===== src/rtl/bus_pkg.sv =====
// Shared types for the memory-bus arbiter.
//   arb_state_t : arbiter FSM states.
//   bus_req_t   : one latched slave transaction (address, write data,
//                 byte enables, write flag). The field widths set the
//                 widest bus the arbiter can carry; the arbiter uses the
//                 low ADDR_W / DATA_W bits of each field.
package bus_pkg;

  localparam int BUS_ADDR_W = 32;
  localparam int BUS_DATA_W = 32;
  localparam int BUS_BE_W   = BUS_DATA_W / 8;

  typedef enum logic [1:0] {
    IDLE,
    BUSY,
    DRAIN
  } arb_state_t;

  typedef struct packed {
    logic [BUS_ADDR_W-1:0] addr;
    logic [BUS_DATA_W-1:0] wdata;
    logic [BUS_BE_W-1:0]   be;
    logic                  we;
  } bus_req_t;

  // Increment an index, wrapping to 0 at n.
  function automatic int unsigned wrap_inc(input int unsigned idx, input int unsigned n);
    return (idx + 1 >= n) ? 0 : idx + 1;
  endfunction

endpackage


===== src/rtl/rr_picker.sv =====
// Combinational rotating-priority picker.
//   req : request vector, one bit per master.
//   ptr : index that has highest priority; priority falls with
//         increasing index and wraps. Tie to 0 for fixed priority.
//   gnt : one-hot grant (all zero when nothing is requested).
//   idx : index of the granted bit (0 when nothing is requested).
module rr_picker #(
  parameter int N     = 2,
  parameter int IDX_W = 1
) (
  input  logic [N-1:0]     req,
  input  logic [IDX_W-1:0] ptr,
  output logic [N-1:0]     gnt,
  output logic [IDX_W-1:0] idx
);

  logic             found;
  logic [IDX_W:0]   sum;
  logic [IDX_W-1:0] cand;

  // NOTE: every variable written here gets a value before any branch;
  // a path that leaves one unassigned would infer a latch.
  always_comb begin
    gnt   = '0;
    idx   = '0;
    found = 1'b0;
    sum   = '0;
    cand  = '0;
    for (int off = 0; off < N; off++) begin
      // Candidate index = (ptr + off) mod N, kept one bit wider so the
      // wrap compare cannot overflow.
      sum = {1'b0, ptr} + (IDX_W+1)'(off);
      if (sum >= (IDX_W+1)'(N)) begin
        sum = sum - (IDX_W+1)'(N);
      end
      cand = sum[IDX_W-1:0];
      if (!found && req[cand]) begin
        found     = 1'b1;
        gnt[cand] = 1'b1;
        idx       = cand;
      end
    end
  end

endmodule


===== src/rtl/mem_bus_arbiter.sv =====
// N-master memory-bus arbiter.
// Merges several request channels (index 0 = data bus, 1 = instruction
// bus, further indices for DMA/debug) onto one external memory port.
//   clk, rst      : core clock; rst is asynchronous and active-low.
//   m_addr/m_load/m_store/m_wdata/m_byte_en : per-master request.
//   m_rdata       : per-master read data, non-zero only in the
//                   completion cycle of the granted master.
//   m_stall_req   : per-master stall, high while a request is pending.
//   s_req/s_we/s_addr/s_wdata/s_be : registered slave request.
//   s_ack/s_rdata : one-cycle slave completion with read data.
// RR_MODE = 0 gives fixed priority (lowest index wins); 1 rotates the
// priority to grant+1 after every finished transaction.
module mem_bus_arbiter
  import bus_pkg::*;
#(
  parameter int N_MASTERS = 2,
  parameter int ADDR_W    = 32,
  parameter int DATA_W    = 32,
  parameter int RR_MODE   = 0
) (
  input  logic                                clk,
  input  logic                                rst,
  input  logic [N_MASTERS-1:0][ADDR_W-1:0]    m_addr,
  input  logic [N_MASTERS-1:0]                m_load,
  input  logic [N_MASTERS-1:0]                m_store,
  input  logic [N_MASTERS-1:0][DATA_W-1:0]    m_wdata,
  input  logic [N_MASTERS-1:0][DATA_W/8-1:0]  m_byte_en,
  output logic [N_MASTERS-1:0][DATA_W-1:0]    m_rdata,
  output logic [N_MASTERS-1:0]                m_stall_req,
  output logic                                s_req,
  output logic                                s_we,
  output logic [ADDR_W-1:0]                   s_addr,
  output logic [DATA_W-1:0]                   s_wdata,
  output logic [DATA_W/8-1:0]                 s_be,
  input  logic                                s_ack,
  input  logic [DATA_W-1:0]                   s_rdata
);

  localparam int BE_W  = DATA_W / 8;
  localparam int IDX_W = (N_MASTERS > 1) ? $clog2(N_MASTERS) : 1;

  logic [N_MASTERS-1:0] requesting;
  logic [N_MASTERS-1:0] pick_gnt;
  logic [IDX_W-1:0]     pick_idx;
  logic [IDX_W-1:0]     pick_ptr;
  logic [IDX_W-1:0]     next_ptr;

  arb_state_t       state_q, state_d;
  logic [IDX_W-1:0] grant_q, grant_d;
  logic [IDX_W-1:0] ptr_q,   ptr_d;
  bus_req_t         req_q,   req_d;

  // A simultaneous load and store is issued as a store.
  assign requesting = m_load | m_store;

  // Fixed priority is the rotating picker with its pointer held at 0.
  assign pick_ptr = (RR_MODE != 0) ? ptr_q : '0;
  assign next_ptr = IDX_W'(wrap_inc(32'(grant_q), N_MASTERS));

  rr_picker #(
    .N     (N_MASTERS),
    .IDX_W (IDX_W)
  ) u_picker (
    .req (requesting),
    .ptr (pick_ptr),
    .gnt (pick_gnt),
    .idx (pick_idx)
  );

  always_comb begin
    state_d     = state_q;
    grant_d     = grant_q;
    ptr_d       = ptr_q;
    req_d       = req_q;
    m_rdata     = '0;
    m_stall_req = requesting;
    unique case (state_q)
      IDLE: begin
        // s_ack is ignored here: no transaction is outstanding.
        if (|pick_gnt) begin
          grant_d                   = pick_idx;
          req_d                     = '0;
          req_d.addr[ADDR_W-1:0]    = m_addr[pick_idx];
          req_d.wdata[DATA_W-1:0]   = m_wdata[pick_idx];
          req_d.be[BE_W-1:0]        = m_byte_en[pick_idx];
          req_d.we                  = m_store[pick_idx];
          state_d                   = BUSY;
        end
      end
      BUSY: begin
        if (s_ack) begin
          // An ack in the same cycle the master withdraws is dropped
          // without a detour through DRAIN.
          state_d = IDLE;
          ptr_d   = next_ptr;
          if (requesting[grant_q]) begin
            m_rdata[grant_q]     = s_rdata;
            m_stall_req[grant_q] = 1'b0;
          end
        end else if (!requesting[grant_q]) begin
          // Master flushed its request; the slave still has to finish.
          state_d = DRAIN;
        end
      end
      DRAIN: begin
        if (s_ack) begin
          state_d = IDLE;
          ptr_d   = next_ptr;
        end
      end
      default: state_d = IDLE;
    endcase
  end

  // NOTE: state registers use non-blocking assignments so every flop
  // samples the pre-edge value of every other flop.
  always_ff @(posedge clk or negedge rst) begin
    if (!rst) begin
      state_q <= IDLE;
      grant_q <= '0;
      ptr_q   <= '0;
      req_q   <= '0;
    end else begin
      state_q <= state_d;
      grant_q <= grant_d;
      ptr_q   <= ptr_d;
      req_q   <= req_d;
    end
  end

  // Slave side comes straight from registers, so it holds steady for the
  // whole BUSY/DRAIN period regardless of what the master does.
  assign s_req   = (state_q != IDLE);
  assign s_we    = req_q.we;
  assign s_addr  = req_q.addr[ADDR_W-1:0];
  assign s_wdata = req_q.wdata[DATA_W-1:0];
  assign s_be    = req_q.be[BE_W-1:0];

endmodule

===== config.mk =====
export PLATFORM = sky130hd
export DESIGN_NAME = mem_bus_arbiter
export DESIGN_NICKNAME = d
export VERILOG_FILES = /design/src/rtl/bus_pkg.sv /design/src/rtl/rr_picker.sv /design/src/rtl/mem_bus_arbiter.sv
export SDC_FILE = /design/constraint.sdc
export NUM_CORES = 1
export LEC_CHECK = 0
export ABC_AREA = 1
export CAP_MARGIN = 20
export CORE_MARGIN = 3
export CORE_UTILIZATION = 25
export CTS_CLUSTER_DIAMETER = 120
export DETAILED_ROUTE_END_ITERATION = 16
export GPL_TIMING_DRIVEN = 0
export PLACE_DENSITY_LB_ADDON = 0.15
export SYNTH_ARGS = -nofsm -noshare
export SYNTH_HDL_FRONTEND = slang
export SYNTH_SLANG_ARGS = --single-unit
export TNS_END_PERCENT = 30

===== constraint.sdc =====
create_clock -name clk -period 1.51 [get_ports clk]
set_input_delay 0.151 -clock clk [delete_from_list [all_inputs] [get_ports clk]]
set_output_delay 0.151 -clock clk [all_outputs]
set_load 0.03 [all_outputs]

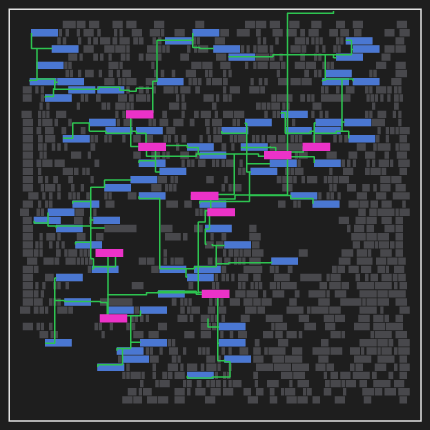
(clock network drawn from the DEF)
Scale: 3 px per um.
[green] clock wires | length: 1130 um
[blue] flip-flops | count: 72
[magenta] clock drivers | count: 9
flops lie: widely spread
routed clock nets: 10

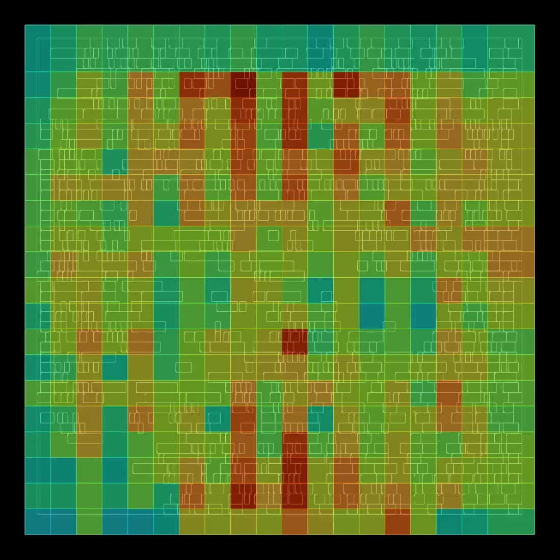
(routing congestion)
GR Util met2: 33.8%
grt met3 use: 6.21%
gr usage total: 18.9%

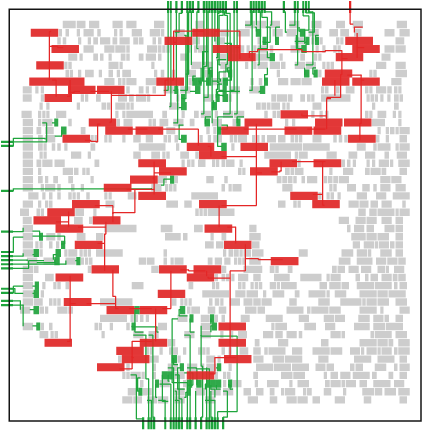
(port wiring)
Scale: 3 px per um.
| color | port | bits | direction | edge | end cells | buffers | wire |
|---|---|---|---|---|---|---|---|
| red | rst | 1 | input | top | 72 | 3 | 706 um |
| green | m_wdata | 64 | input | 31 top, 20 bottom, 13 left | 64 | 64 | 1560 um |
port buffer count: 310
IO Pins: 311

==> job_summary.md <==
## PnR job results

| Metric | Value |
|---|---|
| Status | `finished with violations` |
| Failing checks | `negative setup slack` |
| Fmax | `roughly 600 MHz` |
| CTS H-tree depth | `3` |
| Fin worst setup slack | `-193 ps` |
| Vias per inst | `4.39` |
| Cell count after placement | `about 1200` |
| CP Capture Type | `primary output` |
| Syn. warnings | `0` |
| Clk pwr share | `between 10% and 20%` |
| Layout area overhead | `99.5%` |
| Crit path cell chain | `inv_2, nand3_4, buf_8, buf_8, nor3_2, buf_4` |
| Rows | `roughly 47` |
| Ant diodes | `0` |
| WP data arrival | `roughly 1600 ps` |
| CP max-delay cell | `dfrtp_1` |
| Finish-stage setup viols | `67` |
| Die W | `137 um` |
| Worst endpoint required time | `1360 ps` |
| Post-synthesis chip area from yosys | `about 0.0043 sq mm` |
| Simple Share, Synth | `47.7%` |
| Aoi share | `less than 1%` |
| Cell count listed in synth_stat.txt | `661` |
| First-pass GRT wire length | `between 20000 and 30000 um` |
| CTS clock-pin slew for the worst setup and hold paths | `60 ps` |
| Tool warnings | `29` |
| Remaining DRCs | `0` |
| FF+latch area | `0.00180 sq mm` |
| Setup crit start | `state_q[1]$_DFFE_PN0P_` |
| Relative slew slack | `a little over two thirds` |
| Worst min path class | `in2async` |
| Async S/R FF share, synth | `100%` |
| Adder share | `0%` |
| Vias in the first global route | `5009` |
| Overflow after GRT | `0` |
| Worst-path maximum fanout | `10` |
| ANT nets after route | `0` |
| TritonCTS clock tree | `yes` |
| Most common cell in the synthesized netlist | `nand2_1` |
| Comb area leader | `simple AND/OR/NAND/NOR gates` |
| Clk buf depth | `2` |
| DR vias | `roughly 5300` |
| Worst Tran Pin Value | `about 450 ps` |
| Net Sw Frac | `a little under half` |
| Largest net degree at the start of global routing | `51` |
| Gate Area | `~0.0025 sq mm` |
| Synth Area in XOR/XNOR | `0%` |
| Worst R2R Path Depth | `7` |
| Crit Path Category | `reg2out` |
| Seq pwr share | `around a quarter` |
| DIE AREA | `about 0.019 sq mm` |
| Final Max Tran Viols | `0` |
| Reg2reg start | `state_q[1]$_DFFE_PN0P_` |
| DP HPWL | `between 10000 and 15000 um` |
| Most frequent cells in the layout | `348 x nand2_1, 171 x clkdlybuf4s50_1, 72 x dfrtp_1` |
| Psw | `6.67 mW` |
| CTS Root Cell | `clkbuf_16` |
| Crit path time final | `approximately 1700 ps` |
| Max-area cell share | `42.1%` |
| Distinct cells, synth | `17` |
| CP max stage delay | `between 300 and 400 ps` |
| Comb pwr share | `about three fifths` |
| Worst Setup EP | `m_rdata[61]` |
| Detailed-route wire length | `between 15000 and 20000 um` |
| Clock Sinks | `between 70 and 80` |
| MUX area fraction | `0%` |
| Post-synth regs | `between 70 and 80` |
| Core area | `0.0166 sq mm` |
| Maximum vdd drop | `~1.0 mV` |
| Final Hold Viols | `0` |
| Fillers | `around 1700` |
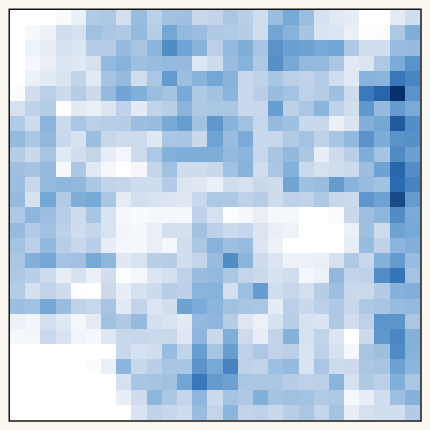
(wiring heat map)
Scale: 3 px per um. The die is cut into 27 by 27 equal tiles; white is low, dark blue is high, scaled to the fullest tile. Values are wire area over tile area, all layers added.
mean over tiles: 0.16
nearly empty tiles: 8.6%
tiles over half the peak: 11%

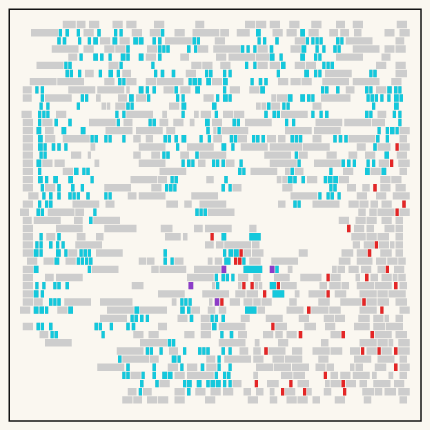
(logic cells by family)
Scale: 3 px per um.
| color | family | cells |
|---|---|---|
| red | inv cells | 41 |
| purple | aoi and oai cells | 4 |
| cyan | nand cells | 425 |
non-filler cells, final: 1216
combinational share of cell area: 29.2%
most used logic cell in the final layout: nand2_1

cell families after synthesis:
family | after synthesis
AND-OR/OR-AND | 4
flip-flops | 72
AND/OR/NAND/NOR | 495
buffers and inverters | 90
metal layers:
metal	routed length (um)	global-route usage (%)	vias to the layer above
li1	-	-	2719
met3	1730	6.21	15
met5	0	0	-
met2	9580	33.8	188
met4	296	5.21	0
met1	7180	21.4	2420
state kept, by name, indices dropped and copies added, names as in the netlist:
signal   cells
grant_q      1
s_addr      32
s_be         4
s_wdata     32
s_we         1
state_q      2
through the flow:
step / setup TNS [ps] / worst slack [ps] / hold WS (ps) / instance area (sq um)
6_report: -9020 / -193 / 262 / 8530
4_1_cts: -10340 / -200 / 265 / 8410
2_1_floorplan: -6390 / -233 / -145 / 4540
5_1_grt: -13920 / -257 / 291 / 8530
3_5_place_dp: -98070 / -1300 / 84.0 / 7950
3_3_place_gp: -276940 / -2520 / 461 / 7920
power groups by stage:
stage	registers, mW	clock network (mW)	logic, mW
finish	3.33	2.49	8.20
global placement	3.35	0	8.40
global route	3.43	2.63	8.79
detailed placement	3.37	0	8.40
CTS	3.33	2.55	8.21
floorplan	5.14	0	2.92
area by class of cell:
cell class,instances,share of cell area (%)
timing repair buffer,320,35.9
sequential,72,21.1
clock buffer,10,2.68
clock inverter,6,1.35
inverter,41,1.80
buffer,48,4.74
multi-input combinational,499,29.2
tap,220,3.23
critical path, delay by kind of cell (launching register included):
family                 cells  cell delay, ps
buffers and inverters      4             570
flip-flops                 1             390
AND/OR/NAND/NOR            2             250
what timing repair did:
item                       CTS  global route
cloned                       1             0
setup buffers                5             2
hold endpoints to repair    22             0
pin swaps                    6            11
gates resized              589            33
setup endpoints to repair  205            82
hold buffers                 1             0
Power is estimated from default activity; no workload was simulated.
